===== config.mk =====
export PLATFORM = sky130hd
export DESIGN_NAME = tt_um_mac_reader
export DESIGN_NICKNAME = d
export VERILOG_FILES = /design/src/rtl/tt_um_mac_reader.sv
export SDC_FILE = /design/constraint.sdc
export NUM_CORES = 1
export LEC_CHECK = 0
export CORE_MARGIN = 3
export CORE_UTILIZATION = 55
export DETAILED_ROUTE_END_ITERATION = 6
export MAX_ROUTING_LAYER = met4
export PLACE_DENSITY = 0.89
export SLEW_MARGIN = 20
export SYNTH_ARGS = -nofsm -noshare
export SYNTH_HDL_FRONTEND = slang
export SYNTH_SLANG_ARGS = --single-unit

===== constraint.sdc =====
create_clock -name clk -period 4.31 [get_ports clk]
set_input_delay 1.293 -clock clk [delete_from_list [all_inputs] [get_ports clk]]
set_output_delay 1.293 -clock clk [all_outputs]
set_load 0.02 [all_outputs]

===== src/rtl/tt_um_mac_reader.sv =====
// tt_um_mac_reader: 8-entry x 8-bit FIFO that captures result bytes from an
// upstream MAC producer so a host can read them out one at a time.
// Push and pop are rising-edge events on uio_in[0] / uio_in[1].
// The optional running checksum is enabled by defining MAC_READER_CHECKSUM_EN.
module tt_um_mac_reader (
    input  logic       clk,
    input  logic       rst_n,
    input  logic       ena,
    input  logic [7:0] ui_in,
    input  logic [7:0] uio_in,
    output logic [7:0] uo_out,
    output logic [7:0] uio_out,
    output logic [7:0] uio_oe
);

    logic [7:0] mem [8];
    logic [2:0] rd_ptr;
    logic [2:0] wr_ptr;
    logic [3:0] count;
    logic       push_prev;
    logic       pop_prev;
    logic       overflow;
    logic       underflow;

    logic       push_ev;
    logic       pop_ev;
    logic       clear;
    logic       empty;
    logic       full;
    logic       do_push;
    logic       do_pop;
    logic [7:0] head;
    logic       unused_bits;

    assign push_ev = ena & uio_in[0] & ~push_prev;
    assign pop_ev  = ena & uio_in[1] & ~pop_prev;
    assign clear   = ena & uio_in[3];
    assign empty   = (count == 4'd0);
    assign full    = (count == 4'd8);

    // A pop only succeeds with data present; a push into a full FIFO only
    // succeeds when a pop frees the slot on the same edge.
    assign do_pop  = pop_ev & ~empty;
    assign do_push = push_ev & (~full | pop_ev);

    // Previous strobe levels for edge detection; frozen while disabled so a
    // strobe toggled during ena=0 never registers as an event.
    always_ff @(posedge clk or negedge rst_n) begin
        if (!rst_n) begin
            push_prev <= 1'b0;
            pop_prev  <= 1'b0;
        end else if (ena) begin
            push_prev <= uio_in[0];
            pop_prev  <= uio_in[1];
        end
    end

    // Pointers, occupancy and sticky error flags; clear overrides any event.
    always_ff @(posedge clk or negedge rst_n) begin
        if (!rst_n) begin
            rd_ptr    <= 3'd0;
            wr_ptr    <= 3'd0;
            count     <= 4'd0;
            overflow  <= 1'b0;
            underflow <= 1'b0;
        end else if (clear) begin
            rd_ptr    <= 3'd0;
            wr_ptr    <= 3'd0;
            count     <= 4'd0;
            overflow  <= 1'b0;
            underflow <= 1'b0;
        end else begin
            if (do_push) begin
                wr_ptr <= wr_ptr + 3'd1;
            end
            if (do_pop) begin
                rd_ptr <= rd_ptr + 3'd1;
            end
            case ({do_push, do_pop})
                2'b10:   count <= count + 4'd1;
                2'b01:   count <= count - 4'd1;
                default: count <= count;
            endcase
            if (push_ev && full && !pop_ev) begin
                overflow <= 1'b1;
            end
            if (pop_ev && empty) begin
                underflow <= 1'b1;
            end
        end
    end

    // Storage array; contents are not reset since count alone defines validity.
    always_ff @(posedge clk) begin
        if (do_push && !clear) begin
            mem[wr_ptr] <= ui_in;
        end
    end

    assign head = empty ? 8'h00 : mem[rd_ptr];

`ifdef MAC_READER_CHECKSUM_EN
    logic [7:0] checksum;

    // Mod-256 sum of every byte actually written into the FIFO.
    always_ff @(posedge clk or negedge rst_n) begin
        if (!rst_n) begin
            checksum <= 8'h00;
        end else if (clear) begin
            checksum <= 8'h00;
        end else if (do_push) begin
            checksum <= checksum + ui_in;
        end
    end

    assign uo_out      = uio_in[2] ? checksum : head;
    assign unused_bits = ^uio_in[7:4];
`else
    assign uo_out      = head;
    assign unused_bits = ^{uio_in[7:4], uio_in[2]};
`endif

    assign uio_out = {underflow, overflow, full, empty, 4'b0000};
    assign uio_oe  = 8'hF0;

endmodule

Run 1, M1 wires:
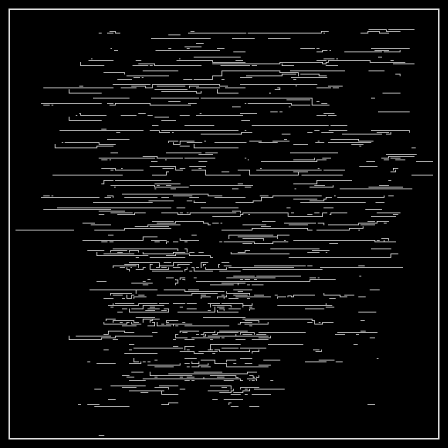
longest straight run: 22.5 um
wire length on this layer: 2,610 um

Run 1, met2 routing:
Bar = 20 um. Cells faint in the background.
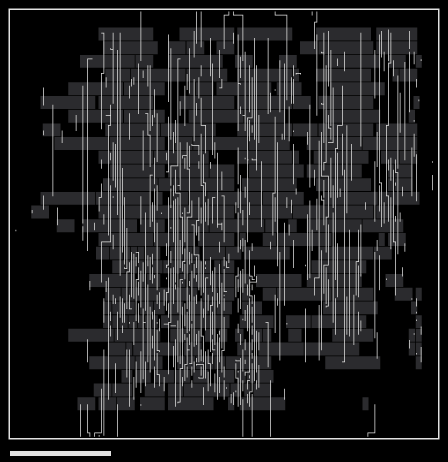
share of all routed wire: 51%
longest straight run: 48.1 um
main direction: vertical
wire length on this layer: 3,220 um
nets with wire on the layer: 237

==> notes.md, run 1 <==
Item: results of the latest flow run.

- The flow ran to the end, and the final reports show no timing, DRC or antenna violations.
- Clock latency on the worst-skew pair, taken at its later pin, is 0.34 ns.
- The post-synth tally of flip-flops with integrated enable is about 64.
- The number of placement rows is 28.
- Note that the worst hold path type here is reg2reg.
- The post-route netlist has between 10% and 20% of its cells at a drive strength greater than 1.
- Per the cell usage report, the commonest logic cells after layout are sky130_fd_sc_hd__edfxtp_1, sky130_fd_sc_hd__clkdlybuf4s50_1, sky130_fd_sc_hd__nor2_1.
- In the final run the clock tree shows a worst skew of roughly 0.0050 ns.
- The antenna cell count is 0.
- Per the placement log, port buffering inserted 25 buffers.
- Summed over all nets, the half-perimeter wirelength after detailed placement is between 4 and 5 mm.
- Setup repair after global routing left no endpoint under its margin.
- The total I/O pin count is approximately 43.
- Sequential cells were found to cover roughly two thirds of the synthesized design area.
- The first global-routing pass estimated just over 10 mm of wire.
- The clock-pin slew of the registers on the worst-case setup and hold paths is 0.07 ns.
- Counting flops with an async set or reset pin after synthesis yields a share of approximately 18%.
- The headroom to the max-slew limit is between 40% and 50%.
- The mean instance size in the synthesized netlist is 15.6 sq um.
- In the final report, the number of hold violations comes to 0.
- The horizontal die dimension reported for this design is 85.0 um.
- The mapped cell area is roughly 3400 sq um.
- During synthesis, Yosys emitted a total of 0 warnings.
- The signal on the critical path passes through buf_12, mux4_2, mux2i_1, nor2_1, clkdlybuf4s50_1.
- The maximum number of pins on one net before global-route repair is 19.
- The number of synthesized register bits is 78.
- Looking at the critical path, the single cell with the biggest stage delay is sky130_fd_sc_hd__dfrtp_1.
- The number of nets with antenna violations after routing is 0.
- CTS reports a maximum clock tree buffer depth of 2.
- The final route contains slightly below 2,000 vias.
- The main area contributors are sky130_fd_sc_hd__edfxtp_1, sky130_fd_sc_hd__mux4_2, sky130_fd_sc_hd__dfrtp_1.
- The area reported by Yosys stat is around 3400 sq um.
- The worst path in the final design needs a cycle of about 3.8 ns, including I/O delays and setup.
- The number of unique standard cell types used by synthesis is roughly 41.
- The post-route utilization of the core is recorded as about two thirds.
- The number of levels in the clock H-tree is 3.
- Once the clock tree was built, the resizer swapped 0 gates to a different size.
- TritonCTS built the clock tree.
- The delay of the slowest critical-path stage is roughly 0.7 ns.
- The endpoint class of the critical path is an output pin.
- The total power divided by cell area is roughly 500 nW/um^2.
- In this run the static leakage power is around 0.0013 uW.
- In the synthesized netlist, the number of instances is 220.
- The post-route cell area is slightly below 4000 sq um.
- In the log, the iteration count for the first detailed-route pass is 5.
- Looking at the max-slew report, the worst-margin pin has a slew of 0.774 ns.
- The most repeated cell in the gate-level netlist after synthesis is sky130_fd_sc_hd__edfxtp_1.
- The layout net count is 273.
- The synth_stat.txt file lists the number of cells as between 200 and 250.
- In this run the post-CTS setup repair buffer count came out at 0.
- The prevailing post-synth register cell is sky130_fd_sc_hd__edfxtp_1.
- Per the detailed placement report, the placed cell area equals roughly 3700 sq um.
- The overall die size recorded for this design is 7230 sq um.
- The number of antenna violations at the first check in global routing is 0.
- The post-detailed-route wirelength per cell is just under 20 um.
- The critical path start-end classification is reg2out.
- The CTS report gives the tree buffer count as 9.
- The count of final max-slew check failures is 0.
- The type of origin of the critical path is a flop.
- The area of the core is approximately 6000 sq um.
- The area growth from synthesis to layout is 14.3%.
- The worst-case vdd ir drop is roughly 0.25 mV.
- The via-per-instance ratio is ~6.0.
- The largest fanout on the critical path is 11.
Run 1, metal 3:
Bar = 20 um.
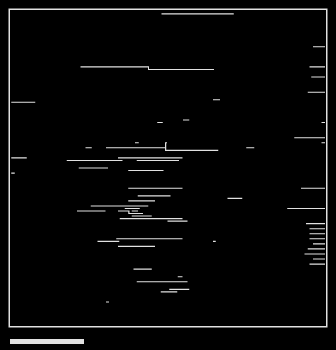
longest straight run: 19.1 um
main direction: horizontal
wire length on this layer: 398 um
nets with wire on the layer: 46

Run 1, a small window of the routed layout:
Bar = 5 um. Window x 11 to 31, y 54 to 74 um. Cells in grey, sequential cells in the stronger grey; small squares are vias.
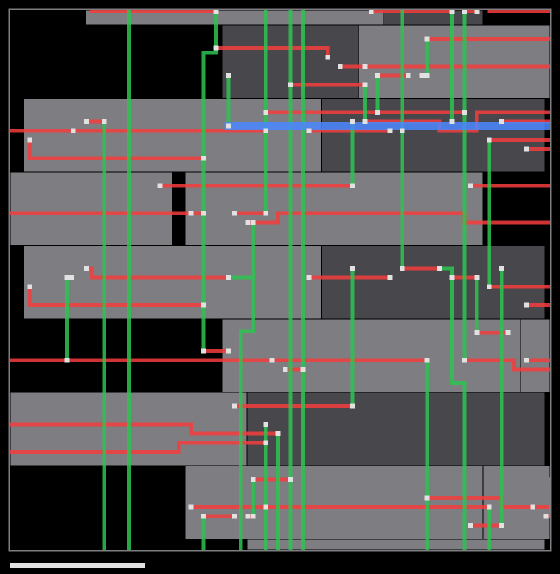
legend:
  blue:
    layer: M3
  red:
    layer: M1
  green:
    layer: M2
netlist names of flops here include: `mem` (8)
cells with their middle in the window: 12
most frequent: edfxtp_1 (8), mux4_2 (2)
sequential cells in the window: 8

==> run 1: registers in the layout, summed over array words and instances, names as in the netlist <==
| register | count |
|---|---|
| push_prev | 1 |
| count | 4 |
| wr_ptr | 3 |
| overflow | 1 |
| pop_prev | 1 |
| underflow | 1 |
| mem | 64 |
| rd_ptr | 3 |
==> run 1: final cells by class <==
class | instances | area, sq um
fill | 400 | 2070
tap | 75 | 93.8
timing repair buffer | 37 | 353
clock inverter | 6 | 63.8
multi-input combinational | 125 | 1020
sequential | 78 | 2270
clock buffer | 9 | 124
==> run 1: per-layer routing <==
| metal | GRT usage, % | up-vias | share of wire, % |
|---|---|---|---|
| met3 | 4.85 | 10 | 6.2 |
| met4 | 8.20 | 0 | 2.0 |
| met1 | 25.5 | 985 | 41 |
| li1 | - | 880 | - |
| met2 | 30.9 | 92 | 51 |
| met5 | - | - | 0 |
==> run 1: worst max-delay path: cells and delay by family, from the launching register on <==
| family | cells | cell delay (ns) |
|---|---|---|
| muxes | 2 | 0.66 |
| DFF | 1 | 0.68 |
| and+or+nand+nor | 1 | 0.06 |
| buffers and inverters | 2 | 0.78 |
==> run 1: final timing paths <==
| check | startpoint | depth (start not counted) | slack, ns | endpoint |
|---|---|---|---|---|
| worst max-delay path | rd_ptr[0]$_DFFE_PN0P_ | 5 | 0.50 | uo_out[2] |
| worst min-delay path | underflow$_DFFE_PN0P_ | 2 | 0.50 | underflow$_DFFE_PN0P_ |
| worst max register to register | count[1]$_DFFE_PN0P_ | 9 | 1.82 | count[2]$_DFFE_PN0P_ |
| worst min register to register | underflow$_DFFE_PN0P_ | 2 | 0.50 | underflow$_DFFE_PN0P_ |
| max in group asynchronous | rst_n | 1 | 2.54 | underflow$_DFFE_PN0P_ |
| min in group asynchronous | rst_n | 1 | 1.34 | wr_ptr[2]$_DFFE_PN0P_ |
==> run 1: metrics by stage <==
| step | std cells | hold WS [ns] | power (uW) | worst slack (ns) |
|---|---|---|---|---|
| finish | 330 | 0.501 | 1970 | 0.498 |
| global route | 330 | 0.546 | 2070 | 0.345 |
| CTS | 330 | 0.507 | 1980 | 0.449 |
| detailed placement | 315 | 0.489 | 1470 | 0.587 |
| global placement | 315 | 0.477 | 1450 | 0.783 |
| floorplan | 230 | 0.464 | 1280 | 1.24 |
==> run 1: report_power, final <==
group	switching, uW	internal [uW]	total [uW]
clock network	253	263	516
logic	275	277	553
registers	54.9	843	898
total	583	1380	1970
==> run 1: logic make-up after synthesis <==
kind of cell | Yosys count | synth area share (%)
adder cells (fa/ha/maj) | 3 | 1.09
AND-OR/OR-AND | 21 | 3.86
AND/OR/NAND/NOR | 59 | 8.86
flip-flops | 78 | 66.2
buffers and inverters | 27 | 5.28
XOR/XNOR | 4 | 1.02
multiplexers | 26 | 13.5
other | 2 | 0.219
Run 1, congestion heat map:
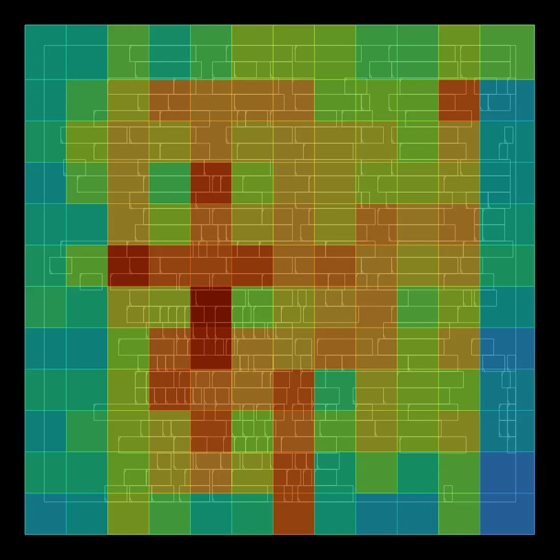

==> inputs of run 2 (changes only) <==
==> constraint.sdc (replaced) <==
create_clock -name clk -period 4.31 [get_ports clk]
set_input_delay 1.293 -clock clk [delete_from_list [all_inputs] [get_ports clk]]
set_output_delay 1.293 -clock clk [all_outputs]
set_load 0.1 [all_outputs]
Run 2, congestion heat map:
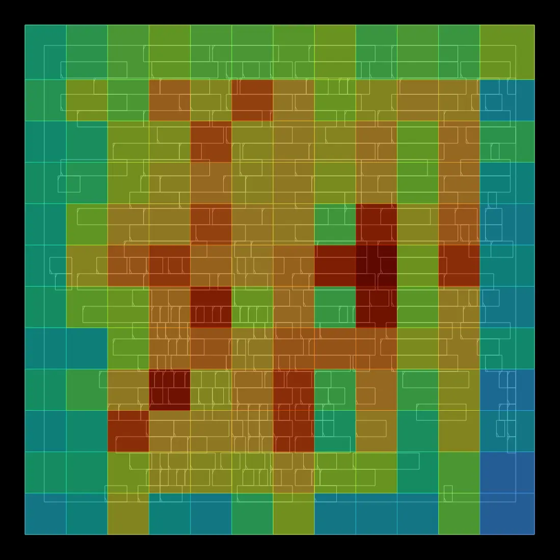
total global routing track utilization: 20.5%
met1 global-route usage: 26.1%
share of the core filled with cells in the final layout: 64.7%

Run 2, met2 routing:
Bar = 20 um. Cells faint in the background.
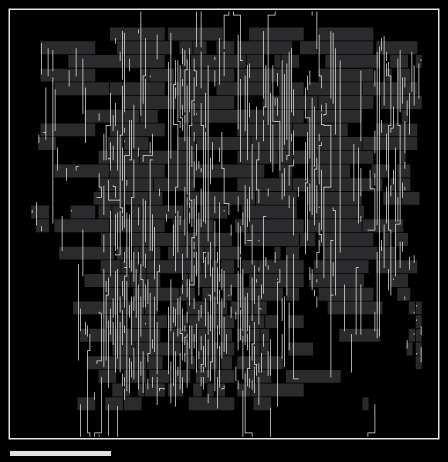
main direction: vertical
wire length on this layer: 3,350 um

==> notes.md, run 2 <==
Item: results of the latest flow run.

- The worst reg2reg path depth was 9 (unchanged).
- The post-synthesis share of cell area spent on and-or and or-and gates is 3.86% (unchanged).
- The final critical delay including setup and external delays was 3.60 ns (-0.210 ns).
- The number of flip-flops under the largest register name is 64 (unchanged).
- The first-pass detailed-route iteration total is 4 (-1).
- The clock-pin slew of the registers on the worst-case setup and hold paths is 0.08 ns (about the same).
- In the final layout, the registers with the most flip-flops are mem: 64 flops, count: 4 flops.
- The number of buffers created by CTS was 9 (unchanged).
- The type of origin of the critical path is a flop.
- The gate count after technology mapping came to 220 (unchanged).
- Setup repair after global routing left no endpoint under its margin.
- The mean instance size in the synthesized netlist came to 15.6 sq um (unchanged).
- The multiplexer share of the synthesized area is 13.5% (unchanged).
- The total I/O pin count is 43 (unchanged).
- The number of synthesized register bits is 78 (unchanged).
- The simple logic cell fraction of the synthesized area came to 8.86% (unchanged).
- The total die size is 7230 sq um (unchanged).
- The ratio of cells with drive above 1 in the final layout is 23.8% (+4.6 points).
- By instance count after routing, the leading logic cell types are sky130_fd_sc_hd__edfxtp_1, sky130_fd_sc_hd__nor2_1, sky130_fd_sc_hd__buf_4.
- The total power divided by cell area was 586 nW/um^2 (+17%).
- The mapped cell area is 3430 sq um (unchanged).
- The fill cell total of the finished layout came to 421 (+5.3%).
- The post-CTS resize count is 0 (unchanged).
- met2 is the most crowded layer.
- The adder-cell share of the synthesized area is 1.09% (unchanged).
- The met2 track demand over resource is 31.5% (+0.56 points).
- The number of placement rows is 28 (unchanged).
- The largest fanout on the critical path was 11 (unchanged).
- The antenna cell count came to 0 (unchanged).
- The critical path start-end classification is reg2out.
- The worst reg-to-reg setup slack is 1.91 ns (+0.09 ns).
- The source-to-sink clock delay at the later pin of the worst-skew pair is 0.35 ns (about the same).
- The via-per-instance ratio is 5.87 (-1.5%).
- The clock skew is 0.00656 ns (+0.00157 ns).
- The worst-case vdd ir drop came to 0.527 mV (+110%).
- The xor and xnor area share after synthesis is 1.02% (unchanged).
- The number of cells in the yosys synthesis report is 220 (unchanged).
- The proportion of register bits with asynchronous set or reset after synthesis is 17.9% (unchanged).
- The library cell used most frequently in the layout, excluding fill and tap cells, is sky130_fd_sc_hd__edfxtp_1.
- The total number of yosys warnings is 0 (unchanged).
- The flow ran to the end, and the final reports show no timing, DRC or antenna violations.
- The area of the core was 5990 sq um (unchanged).
- The post-synth tally of flip-flops with integrated enable is 64 (unchanged).
- The post-detailed-route wirelength per cell is 19.8 um (+2.6%).
- The number of levels in the clock H-tree was 3 (unchanged).
- The detailed-route via count is 1,943 (-1.2%).
- The most repeated cell in the gate-level netlist after synthesis is sky130_fd_sc_hd__edfxtp_1.
- The standby leakage power is 0.00134 uW (+0.86%).
- The layout net count is 273 (unchanged).
- The number of nets with antenna violations after routing is 0 (unchanged).
- The largest non-sequential cell family by area is multiplexers.
- The number of unique standard cell types used by synthesis is 41 (unchanged).
- The register ranked first by flip-flop count is mem.
- The origin of the critical flop-to-flop path is count[1]$_DFFE_PN0P_.
- The count of final max-slew check failures was 0 (unchanged).
- The smallest hold slack came to 0.503 ns (+0.00207 ns).
- The maximum count of clock buffers along a single path is 2 (unchanged).
- The HPWL reported at the end of detailed placement is 4.30 mm (+1.2%).
- TritonCTS built the clock tree.
- The area reported by Yosys stat came to 3430 sq um (unchanged).
- The number of buffer cells added on primary ports is 25 (unchanged).
- In this run the layout overhead on the synthesized area is reported as 13.0%.
- The fraction of the yosys area taken by sequential cells is 66.2% (unchanged).
[run 2: cell counts after synthesis]
No cell type changed its count.
[run 2: kinds of logic (layout without fill, tap and decap cells)]
group	count (synthesis)	count (layout)
muxes	26	26
xor gates and xnor gates	4	4
buffers and inverters	27	53
AOI/OAI and AO/OA	21	21
and+or+nand+nor	59	59
DFF	78	78
other	2	12
adders and majority gates	3	3
[run 2: how the worst min path moves through the flow]
stage	startpoint	end	slack [ns]	depth (start not counted)
2_1_floorplan	underflow$_DFFE_PN0P_	underflow$_DFFE_PN0P_	0.46	2
4_1_cts	underflow$_DFFE_PN0P_	underflow$_DFFE_PN0P_	0.51	2
3_3_place_gp	overflow$_DFFE_PN0P_	overflow$_DFFE_PN0P_	0.48	2
5_1_grt	pop_prev$_DFFE_PN0P_	pop_prev$_DFFE_PN0P_	0.55	1
6_report	underflow$_DFFE_PN0P_	underflow$_DFFE_PN0P_	0.50	2
3_5_place_dp	underflow$_DFFE_PN0P_	underflow$_DFFE_PN0P_	0.49	2
[run 2: where the power goes]
| part | switching (uW) | total, uW | internal (uW) | leakage (uW) |
|---|---|---|---|---|
| clock network | 281 | 495 | 215 | 0.0000902 |
| logic | 635 | 883 | 248 | 0.000484 |
| registers | 50.6 | 893 | 842 | 0.000764 |
[run 2: final cells by class]
class / instances / area (sq um) / share of cell area, %
clock buffers: 9 / 124 / 3.19
clock inverters: 7 / 56.3 / 1.45
multi-input cells: 125 / 1020 / 26.2
flip-flops and latches: 78 / 2270 / 58.6
well taps: 75 / 93.8 / 2.42
repair buffers: 37 / 315 / 8.13
[run 2: through the flow]
| stage | total power [uW] | utilization (%) | setup WS (ns) | cells | area (sq um) |
|---|---|---|---|---|---|
| floorplan | 1640 | - | 0.595 | 230 | 3470 |
| global placement | 1780 | 61.7 | 0.775 | 315 | 3700 |
| detailed placement | 1790 | 61.7 | 0.633 | 315 | 3700 |
| CTS | 2280 | 64.7 | 0.654 | 331 | 3880 |
| global route | 2370 | 64.7 | 0.531 | 331 | 3880 |
| finish | 2270 | 64.7 | 0.709 | 331 | 3880 |
[run 2: metal layers]
layer,share of wire (%),routed length (um),up-vias
li1,-,-,885
met1,40,2640,981
met2,51,3350,61
met3,6.2,403,16
met4,2.2,147,0
met5,0,0,-
[run 2: worst max-delay path, cell delays in order, from the launching register on]
cell	delay [ns]
sky130_fd_sc_hd__dfrtp_1	0.63
sky130_fd_sc_hd__buf_4	0.33
sky130_fd_sc_hd__mux4_2	0.54
sky130_fd_sc_hd__mux2i_1	0.14
sky130_fd_sc_hd__nor2_1	0.07
sky130_fd_sc_hd__buf_4	0.23
No activity file was given, so power comes from the tool's default toggle rates.
